### Signal wires by layer

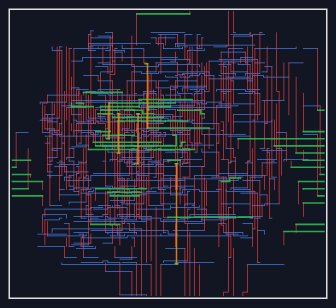
### Nets reached from selected ports

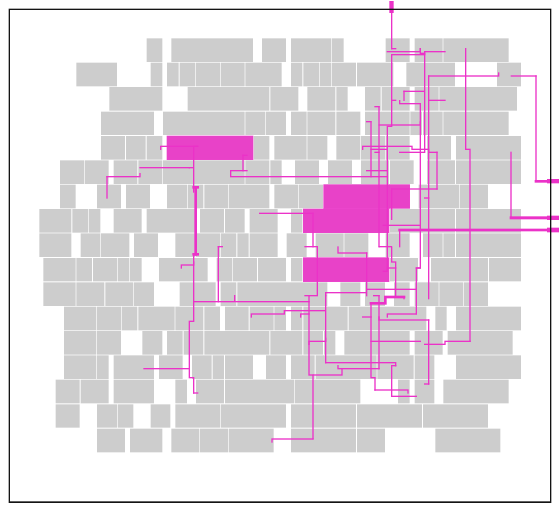
### Gate-type map

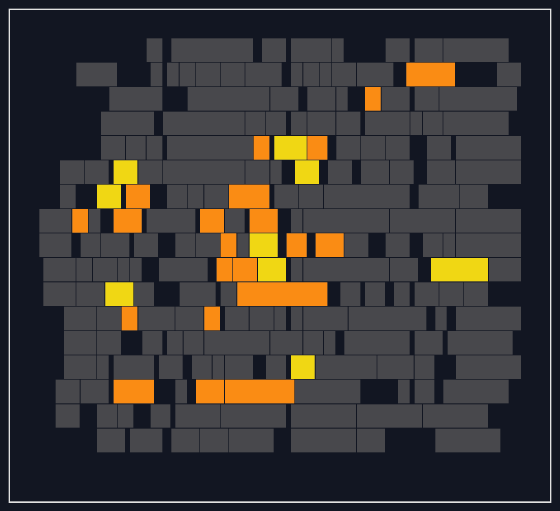
`src/rtl/mc_ctrl_pkg.sv`:
```
// Shared types and encodings for the multicycle controller.
// MC_CTRL_BNE_EN adds the BNEEX state.
package mc_ctrl_pkg;

  typedef enum logic [3:0] {
    S_FETCH   = 4'd0,
    S_DECODE  = 4'd1,
    S_MEMADR  = 4'd2,
    S_MEMRD   = 4'd3,
    S_MEMWB   = 4'd4,
    S_MEMWR   = 4'd5,
    S_RTYPEEX = 4'd6,
    S_RTYPEWB = 4'd7,
    S_BEQEX   = 4'd8,
    S_ADDIEX  = 4'd9,
    S_ADDIWB  = 4'd10,
    S_JEX     = 4'd11,
    S_HALT    = 4'd12
`ifdef MC_CTRL_BNE_EN
    , S_BNEEX = 4'd13
`endif
  } state_e;

  typedef enum logic [1:0] {
    ALUOP_ADD   = 2'b00,
    ALUOP_SUB   = 2'b01,
    ALUOP_FUNCT = 2'b10
  } aluop_e;

  localparam logic [5:0] OP_LW    = 6'b100011;
  localparam logic [5:0] OP_SW    = 6'b101011;
  localparam logic [5:0] OP_RTYPE = 6'b000000;
  localparam logic [5:0] OP_BEQ   = 6'b000100;
  localparam logic [5:0] OP_BNE   = 6'b000101;
  localparam logic [5:0] OP_ADDI  = 6'b001000;
  localparam logic [5:0] OP_J     = 6'b000010;

  localparam logic [5:0] FN_ADD = 6'b100000;
  localparam logic [5:0] FN_SUB = 6'b100010;
  localparam logic [5:0] FN_AND = 6'b100100;
  localparam logic [5:0] FN_OR  = 6'b100101;
  localparam logic [5:0] FN_SLT = 6'b101010;

  localparam logic [2:0] ALU_AND = 3'b000;
  localparam logic [2:0] ALU_OR  = 3'b001;
  localparam logic [2:0] ALU_ADD = 3'b010;
  localparam logic [2:0] ALU_SUB = 3'b110;
  localparam logic [2:0] ALU_SLT = 3'b111;

  // Per-cycle control bundle; alu_en gates alucontrol so idle states drive 0.
  typedef struct packed {
    logic       mem_req;
    logic       iord;
    logic       memwrite;
    logic       irwrite;
    logic       regdst;
    logic       memtoreg;
    logic       regwrite;
    logic       alusrca;
    logic       pcen;
    logic [1:0] alusrcb;
    logic [1:0] pcsrc;
    logic       alu_en;
    logic       err;
  } ctrl_t;

endpackage

```
`src/rtl/mc_ctrl_fsm_if.sv`:
```
// Controller <-> datapath/memory bundle.
interface mc_ctrl_fsm_if #(parameter int ALUCTRL_W = 3);
  logic [5:0]           op;
  logic [5:0]           funct;
  logic                 zero;
  logic                 mem_ready;
  logic                 mem_req;
  logic                 iord, memwrite, irwrite, regdst, memtoreg, regwrite, alusrca, pcen;
  logic [1:0]           alusrcb;
  logic [1:0]           pcsrc;
  logic [ALUCTRL_W-1:0] alucontrol;
  logic [3:0]           state_o;
  logic                 err;

  modport master (
    input  op, funct, zero, mem_ready,
    output mem_req, iord, memwrite, irwrite, regdst, memtoreg, regwrite, alusrca, pcen,
           alusrcb, pcsrc, alucontrol, state_o, err
  );

  modport slave (
    output op, funct, zero, mem_ready,
    input  mem_req, iord, memwrite, irwrite, regdst, memtoreg, regwrite, alusrca, pcen,
           alusrcb, pcsrc, alucontrol, state_o, err
  );
endinterface

```
`src/rtl/mc_alu_dec.sv`:
```
// ALU decoder: aluop/funct -> alucontrol, flags unknown R-type funct.
module mc_alu_dec
  import mc_ctrl_pkg::*;
#(
  parameter int ALUCTRL_W = 3
) (
  input  aluop_e               aluop,
  input  logic [5:0]           funct,
  output logic [ALUCTRL_W-1:0] alucontrol,
  output logic                 illegal
);
  logic [2:0] code;

  always_comb begin
    code    = ALU_AND;
    illegal = 1'b0;
    case (aluop)
      ALUOP_ADD: code = ALU_ADD;
      ALUOP_SUB: code = ALU_SUB;
      ALUOP_FUNCT: begin
        case (funct)
          FN_ADD:  code = ALU_ADD;
          FN_SUB:  code = ALU_SUB;
          FN_AND:  code = ALU_AND;
          FN_OR:   code = ALU_OR;
          FN_SLT:  code = ALU_SLT;
          default: illegal = 1'b1;
        endcase
      end
      default: code = ALU_AND;
    endcase
  end

  assign alucontrol = ALUCTRL_W'(code);
endmodule

```
`src/rtl/mc_ctrl_fsm.sv`:
```
// Multicycle MIPS control FSM with memory handshake and wait timeout.
// MC_CTRL_BNE_EN enables bne (op 000101) via BNEEX.
module mc_ctrl_fsm
  import mc_ctrl_pkg::*;
#(
  parameter int ALUCTRL_W   = 3,
  parameter int MEM_TIMEOUT = 16
) (
  input  logic                 clk,
  input  logic                 reset,
  mc_ctrl_fsm_if.master        ctl
);
  localparam int CNT_W = (MEM_TIMEOUT > 2) ? $clog2(MEM_TIMEOUT) : 1;

  state_e               state_q, state_d;
  logic [CNT_W-1:0]     wait_cnt;
  ctrl_t                c;
  aluop_e               aluop;
  logic [ALUCTRL_W-1:0] alu_code;
  logic                 illegal;
  logic                 waiting, timeout;

  mc_alu_dec #(.ALUCTRL_W(ALUCTRL_W)) u_alu_dec (
    .aluop      (aluop),
    .funct      (ctl.funct),
    .alucontrol (alu_code),
    .illegal    (illegal)
  );

  assign waiting = (state_q == S_FETCH || state_q == S_MEMRD || state_q == S_MEMWR) && !ctl.mem_ready;
  assign timeout = (MEM_TIMEOUT != 0) && waiting && (32'(wait_cnt) == 32'(MEM_TIMEOUT - 1));

  always_ff @(posedge clk or negedge reset) begin
    if (!reset) begin
      state_q  <= S_FETCH;
      wait_cnt <= '0;
    end else begin
      state_q <= state_d;
      if (state_d != state_q) wait_cnt <= '0;
      else if (waiting)       wait_cnt <= wait_cnt + CNT_W'(1);
    end
  end

  always_comb begin
    state_d = state_q;
    c       = '0;
    aluop   = ALUOP_ADD;
    case (state_q)
      S_FETCH: begin
        c.mem_req = 1'b1; c.alusrcb = 2'b01; c.alu_en = 1'b1;
        if (ctl.mem_ready) begin
          c.irwrite = 1'b1; c.pcen = 1'b1;
          state_d   = S_DECODE;
        end else if (timeout) state_d = S_HALT;
      end
      S_DECODE: begin
        c.alusrcb = 2'b11; c.alu_en = 1'b1;
        case (ctl.op)
          OP_LW, OP_SW: state_d = S_MEMADR;
          OP_RTYPE:     state_d = S_RTYPEEX;
          OP_BEQ:       state_d = S_BEQEX;
          OP_ADDI:      state_d = S_ADDIEX;
          OP_J:         state_d = S_JEX;
`ifdef MC_CTRL_BNE_EN
          OP_BNE:       state_d = S_BNEEX;
`endif
          default:      state_d = S_HALT;
        endcase
      end
      S_MEMADR: begin
        c.alusrca = 1'b1; c.alusrcb = 2'b10; c.alu_en = 1'b1;
        state_d   = (ctl.op == OP_SW) ? S_MEMWR : S_MEMRD;
      end
      S_MEMRD: begin
        c.mem_req = 1'b1; c.iord = 1'b1;
        if (ctl.mem_ready) state_d = S_MEMWB;
        else if (timeout)  state_d = S_HALT;
      end
      S_MEMWB: begin
        c.memtoreg = 1'b1; c.regwrite = 1'b1;
        state_d    = S_FETCH;
      end
      S_MEMWR: begin
        c.mem_req = 1'b1; c.iord = 1'b1; c.memwrite = 1'b1;
        if (ctl.mem_ready) state_d = S_FETCH;
        else if (timeout)  state_d = S_HALT;
      end
      S_RTYPEEX: begin
        c.alusrca = 1'b1; c.alu_en = 1'b1;
        aluop     = ALUOP_FUNCT;
        state_d   = illegal ? S_HALT : S_RTYPEWB;
      end
      S_RTYPEWB: begin
        c.regdst = 1'b1; c.regwrite = 1'b1;
        state_d  = S_FETCH;
      end
      S_BEQEX: begin
        c.alusrca = 1'b1; c.alu_en = 1'b1; c.pcsrc = 2'b01; c.pcen = ctl.zero;
        aluop     = ALUOP_SUB;
        state_d   = S_FETCH;
      end
`ifdef MC_CTRL_BNE_EN
      S_BNEEX: begin
        c.alusrca = 1'b1; c.alu_en = 1'b1; c.pcsrc = 2'b01; c.pcen = ~ctl.zero;
        aluop     = ALUOP_SUB;
        state_d   = S_FETCH;
      end
`endif
      S_ADDIEX: begin
        c.alusrca = 1'b1; c.alusrcb = 2'b10; c.alu_en = 1'b1;
        state_d   = S_ADDIWB;
      end
      S_ADDIWB: begin
        c.regwrite = 1'b1;
        state_d    = S_FETCH;
      end
      S_JEX: begin
        c.pcsrc = 2'b10; c.pcen = 1'b1;
        state_d = S_FETCH;
      end
      S_HALT:  c.err  = 1'b1;
      default: state_d = S_HALT;
    endcase
    // Reset is asynchronous, so outputs are squashed combinationally too.
    if (!reset) c = '0;
  end

  assign ctl.mem_req    = c.mem_req;
  assign ctl.iord       = c.iord;
  assign ctl.memwrite   = c.memwrite;
  assign ctl.irwrite    = c.irwrite;
  assign ctl.regdst     = c.regdst;
  assign ctl.memtoreg   = c.memtoreg;
  assign ctl.regwrite   = c.regwrite;
  assign ctl.alusrca    = c.alusrca;
  assign ctl.pcen       = c.pcen;
  assign ctl.alusrcb    = c.alusrcb;
  assign ctl.pcsrc      = c.pcsrc;
  assign ctl.alucontrol = c.alu_en ? alu_code : '0;
  assign ctl.state_o    = state_q;
  assign ctl.err        = c.err;
endmodule

```
`src/flat_wrapper.sv`:
```
// flat-port wrapper written by rule: the top's interface ports become plain ports
module mc_ctrl_fsm_flat import mc_ctrl_pkg::*;
#(
  parameter int ALUCTRL_W   = 3,
  parameter int MEM_TIMEOUT = 16
)
  (clk, reset, ctl_op, ctl_funct, ctl_zero, ctl_mem_ready, ctl_mem_req, ctl_iord, ctl_memwrite, ctl_irwrite, ctl_regdst, ctl_memtoreg, ctl_regwrite, ctl_alusrca, ctl_pcen, ctl_alusrcb, ctl_pcsrc, ctl_alucontrol, ctl_state_o, ctl_err);
  mc_ctrl_fsm_if #(.ALUCTRL_W(ALUCTRL_W)) ctl_i ();
  input  logic clk;
  input  logic reset;
  input wire logic [$bits(ctl_i.op)-1:0] ctl_op;
  input wire logic [$bits(ctl_i.funct)-1:0] ctl_funct;
  input wire logic [$bits(ctl_i.zero)-1:0] ctl_zero;
  input wire logic [$bits(ctl_i.mem_ready)-1:0] ctl_mem_ready;
  output wire logic [$bits(ctl_i.mem_req)-1:0] ctl_mem_req;
  output wire logic [$bits(ctl_i.iord)-1:0] ctl_iord;
  output wire logic [$bits(ctl_i.memwrite)-1:0] ctl_memwrite;
  output wire logic [$bits(ctl_i.irwrite)-1:0] ctl_irwrite;
  output wire logic [$bits(ctl_i.regdst)-1:0] ctl_regdst;
  output wire logic [$bits(ctl_i.memtoreg)-1:0] ctl_memtoreg;
  output wire logic [$bits(ctl_i.regwrite)-1:0] ctl_regwrite;
  output wire logic [$bits(ctl_i.alusrca)-1:0] ctl_alusrca;
  output wire logic [$bits(ctl_i.pcen)-1:0] ctl_pcen;
  output wire logic [$bits(ctl_i.alusrcb)-1:0] ctl_alusrcb;
  output wire logic [$bits(ctl_i.pcsrc)-1:0] ctl_pcsrc;
  output wire logic [$bits(ctl_i.alucontrol)-1:0] ctl_alucontrol;
  output wire logic [$bits(ctl_i.state_o)-1:0] ctl_state_o;
  output wire logic [$bits(ctl_i.err)-1:0] ctl_err;
  assign ctl_i.op = ctl_op;
  assign ctl_i.funct = ctl_funct;
  assign ctl_i.zero = ctl_zero;
  assign ctl_i.mem_ready = ctl_mem_ready;
  assign ctl_mem_req = ctl_i.mem_req;
  assign ctl_iord = ctl_i.iord;
  assign ctl_memwrite = ctl_i.memwrite;
  assign ctl_irwrite = ctl_i.irwrite;
  assign ctl_regdst = ctl_i.regdst;
  assign ctl_memtoreg = ctl_i.memtoreg;
  assign ctl_regwrite = ctl_i.regwrite;
  assign ctl_alusrca = ctl_i.alusrca;
  assign ctl_pcen = ctl_i.pcen;
  assign ctl_alusrcb = ctl_i.alusrcb;
  assign ctl_pcsrc = ctl_i.pcsrc;
  assign ctl_alucontrol = ctl_i.alucontrol;
  assign ctl_state_o = ctl_i.state_o;
  assign ctl_err = ctl_i.err;
  mc_ctrl_fsm #(.ALUCTRL_W(ALUCTRL_W), .MEM_TIMEOUT(MEM_TIMEOUT)) u_core (.clk(clk), .reset(reset), .ctl(ctl_i));
endmodule
```
`config.mk`:
```
export PLATFORM = sky130hd
export DESIGN_NAME = mc_ctrl_fsm_flat
export DESIGN_NICKNAME = d
export VERILOG_FILES = /design/src/rtl/mc_ctrl_pkg.sv /design/src/rtl/mc_ctrl_fsm_if.sv /design/src/rtl/mc_alu_dec.sv /design/src/rtl/mc_ctrl_fsm.sv /design/src/flat_wrapper.sv
export SDC_FILE = /design/constraint.sdc
export NUM_CORES = 1
export LEC_CHECK = 0
export CAP_MARGIN = 10
export CORE_ASPECT_RATIO = 0.9
export CORE_MARGIN = 3
export CORE_UTILIZATION = 40
export CTS_CLUSTER_DIAMETER = 50
export DETAILED_ROUTE_END_ITERATION = 16
export PLACE_DENSITY = 0.72
export SLEW_MARGIN = 20
export SYNTH_ARGS = -nofsm -noshare
export SYNTH_HDL_FRONTEND = slang
export SYNTH_SLANG_ARGS = --single-unit
```
`constraint.sdc`:
```
create_clock -name clk -period 2.2 [get_ports clk]
set_input_delay 0.55 -clock clk [delete_from_list [all_inputs] [get_ports clk]]
set_output_delay 0.55 -clock clk [all_outputs]
set_load 0.05 [all_outputs]
```
==> results.rst <==
Metrics
=======

.. list-table::
   :header-rows: 1

   * - Metric
     - Value
   * - Final Slew Violations
     - 0
   * - Fraction of final layout cells sized beyond drive strength 1
     - 0.490
   * - Count of antenna-violating nets left after detailed routing
     - 0
   * - Multi-input combinational gate total
     - 121
   * - Most common cell in the netlist
     - sky130_fd_sc_hd__nor2_1
   * - Slowest cell on crit path
     - sky130_fd_sc_hd__a211o_4
   * - GP Congestion
     - between 0.7 and 0.8
   * - Kind of end point of the critical path
     - output port
   * - Most numerous cell types in the synthesized netlist
     - sky130_fd_sc_hd__nor2_1, sky130_fd_sc_hd__nand2_1, sky130_fd_sc_hd__dfrtp_1
   * - Register fraction of the total cell area
     - 0.101
   * - Post-route standard cell area excluding fillers
     - 2030 µm²
   * - Power density of the placed cells
     - ~1200 nW/µm²
   * - Met2 layer usage reported by global route
     - 0.396
   * - Measured slew at the worst slew-check pin
     - approximately 0.39 ns
   * - Routed via count divided by cell count
     - 6.07
   * - Post-layout minimum cycle time
     - 2.19 ns
   * - Number of max-cap violations
     - 0
   * - CTS tree
     - done
   * - Number of antenna violations at the first check in global routing
     - 0
   * - Maximum number of pins on one net before global-route repair
     - 22
   * - Routed metal-1 wire length
     - 1470 µm
   * - Worst stage delay on the critical path
     - 0.32 ns
   * - Crit path kind
     - in2out
   * - Final setup violation count
     - 0
   * - Number of warnings the tools reported
     - 29
   * - Final non-clock buffer share
     - 0.383
   * - Number of nets at floorplan
     - around 160
   * - Signal inverters
     - 1
   * - Adder-cell share of the synthesized area
     - 0.0118
   * - Total Power
     - 2.45 mW
   * - TritonCTS Buffers
     - 3
   * - Cell class ranked first by area
     - logic gates
   * - Initial DRT Pass Iterations
     - 5
   * - Relative contribution of combinational cells to total power
     - 0.834
   * - Buffers excl. clock
     - 66
   * - Clock buffers and inverters, area share
     - 0.0129
   * - Routed vias
     - 1384
   * - Footprint of the multi-input gates
     - slightly below 1000 µm²
   * - Power drawn by the clock network
     - 0.129 mW
   * - R2r setup slk
     - 0.12 ns
   * - Total Die Area
     - 3300 µm²
   * - Utilization of the core after routing
     - 0.816
   * - Compound-gate portion of the synthesized area
     - 0.219
   * - Vertical die dimension
     - between 50 and 60 µm
   * - Synthesized-area fraction occupied by and/or/nand/nor cells
     - 0.449
   * - Die Wd
     - 60.2 µm
   * - Most heavily used metal layer in global routing
     - met2
   * - Maximum clock insertion buffer count
     - 2
   * - Main kind of combinational logic by area
     - simple AND/OR/NAND/NOR gates
   * - Area added between synthesis and finish
     - 91.8%
   * - Total overflow reported by the global router
     - 0
   * - Met3 usage
     - 0.0259
   * - Number of nets in the finished design
     - 218
   * - Post-synth EDFFs
     - 0
   * - Sum of net half-perimeters after detailed placement
     - 2710 µm
   * - Combinational cell power
     - about 2.0 mW
   * - Result of the run
     - completed
   * - DRC violation total after the first TritonRoute iteration
     - 64
   * - Vias in the first global route
     - ~1200
   * - Maximum level of the CTS H-tree
     - 1
   * - Clock Pin Slew Worst Setup and Hold Paths
     - 0.07 ns
   * - First-pass GRT wire length
     - 5730 µm
   * - DR WL met3
     - 319 µm
   * - Max FO, Critical Path
     - 18
   * - Well tap count
     - 28
   * - Later-pin clock latency in the skew report
     - 0.27 ns
   * - Placement-stage worst setup slack
     - -0.324 ns
   * - Detailed-route wire length
     - 3770 µm
   * - Power drawn by the sequential cells
     - 0.277 mW
   * - Top-area cell type share of the netlist area
     - 0.189
   * - Tally of buffers added on design ports
     - 36
   * - Post-CTS Setup Bufs
     - 5
   * - Hold_buf cts
     - 0
   * - Number of hold-slack violations in the final timing report
     - 0
   * - I/O pin cnt
     - 37
   * - Final antenna diode count
     - 0
   * - Tally of unique sky130hd cells used after synthesis
     - slightly above 50
   * - Routed wirelength normalized by instance count
     - 16.6 µm
   * - Highest metal layer used by the detailed router
     - met4
   * - Start of the worst register-to-register path
     - u_core.ctl.state_o[1]$_DFF_PN0_
   * - Area occupied by registers
     - 205 µm²
   * - # placed instances
     - 219
   * - R2r endpoint
     - u_core.wait_cnt[3]$_DFFE_PN0P_
   * - Core area
     - about 2500 µm²
   * - Flop count
     - 8
   * - Static leakage power
     - approximately 0.85 nW
   * - Initial core utilization
     - 0.425
   * - Fraction of the cycle the final worst path needs
     - 0.997
   * - Crit path launch
     - reset
   * - Remaining routing DRC violations
     - 0
   * - Arrival time at the worst endpoint
     - 1.64 ns
   * - Slew Limit Headroom
     - 0.741
   * - Number of cell instances after yosys synthesis
     - 139
   * - All-Layer GR Usage
     - 0.229
   * - Worst path required time
     - 1.65 ns
   * - Final critical-path setup slack
     - between 0.007 and 0.008 ns
   * - Total cell area reported by yosys after synthesis
     - 1060 µm²
   * - Setup tns final
     - 0 ns
   * - Fmax
     - 456 MHz
   * - Met2 wirelength from detailed routing
     - 1930 µm
   * - Power spent charging and discharging nets
     - 1.25 mW
   * - Cell resize tally after clock tree synthesis
     - 16
   * - Total number of placement rows
     - 17
   * - Post-synthesis average cell area
     - 7.62 µm²
   * - Unrepaired setup endpoints after global routing
     - true
   * - XOR/XNOR share of the synthesized area
     - 0.0650
   * - Top pwr grp
     - combinational cells
   * - Path length in cells of the critical path
     - 6
   * - Smallest hold slack
     - 0.359 ns
   * - Post-synthesis sequential element count
     - 8
   * - Async set-or-reset flop fraction in the synthesized netlist
     - 1.00
   * - Mux share
     - 0.0201
   * - Kind of cell with the highest combined delay on the critical path
     - buffers and inverters
   * - Gate count of the mapped netlist
     - 139
   * - Yosys warning count
     - 0
   * - Sw Share
     - 0.511
   * - Sequential share of the synthesized area
     - 0.189
   * - Clk network pwr share
     - 0.053
   * - Clock Sinks
     - 8
   * - Met1 Usage GRT
     - 0.302
   * - Critical path launch point type
     - input pin
   * - Ordered list of cells on the worst path
     - clkdlybuf4s15_2, buf_4, nand3_1, nor2_2, a211o_4, buf_12
   * - Fin Clk Skew
     - 0.0209 ns
   * - Clock Root Buffer
     - sky130_fd_sc_hd__clkbuf_4
   * - Most common flop cell mapped by yosys
     - sky130_fd_sc_hd__dfrtp_1
   * - Post-synth design cell area
     - 1060 µm²
   * - WP buf/inv
     - 3
About 'Signal wires by layer':
| layer | color | wire length |
|---|---|---|
| M2 | red | 1930 µm |
| M3 | green | 320 µm |
| M1 | blue | 1470 µm |
| M4 | orange | 55.1 µm |

About 'Nets reached from selected ports':
| port | color | bits | direction | edge | end cells | wire |
|---|---|---|---|---|---|---|
| ctl_state_o | magenta | 4 | output | 3 right, 1 top | 4 | 521 µm |

About 'Gate-type map':
| family | color | cells |
|---|---|---|
| non-inverting ao/oa cells | yellow | 9 |
| aoi and oai cells | orange | 21 |
Comb area share: 0.484
fin cells: 228
Commonest Layout Cell: sky130_fd_sc_hd__buf_4

[cells in the final DEF, fill, tap and decap left out, types with 5 or more instances in the layout]
master                            instances
sky130_fd_sc_hd__nor3_1                   6
sky130_fd_sc_hd__nand3_1                  6
sky130_fd_sc_hd__buf_12                  20
sky130_fd_sc_hd__dlygate4sd2_1            6
sky130_fd_sc_hd__clkdlybuf4s50_1          8
sky130_fd_sc_hd__buf_4                   31
sky130_fd_sc_hd__nor2_2                   6
sky130_fd_sc_hd__nand2_1                  9
sky130_fd_sc_hd__nand4_1                  5
sky130_fd_sc_hd__nor2_1                  12
[flip-flops by register name, summed over array words and instances (netlist names)]
signal / count
u_core.wait_cnt: 4
u_core.ctl.state_o: 4
Power figures rest on the tool's default switching activity, not on a simulated workload.
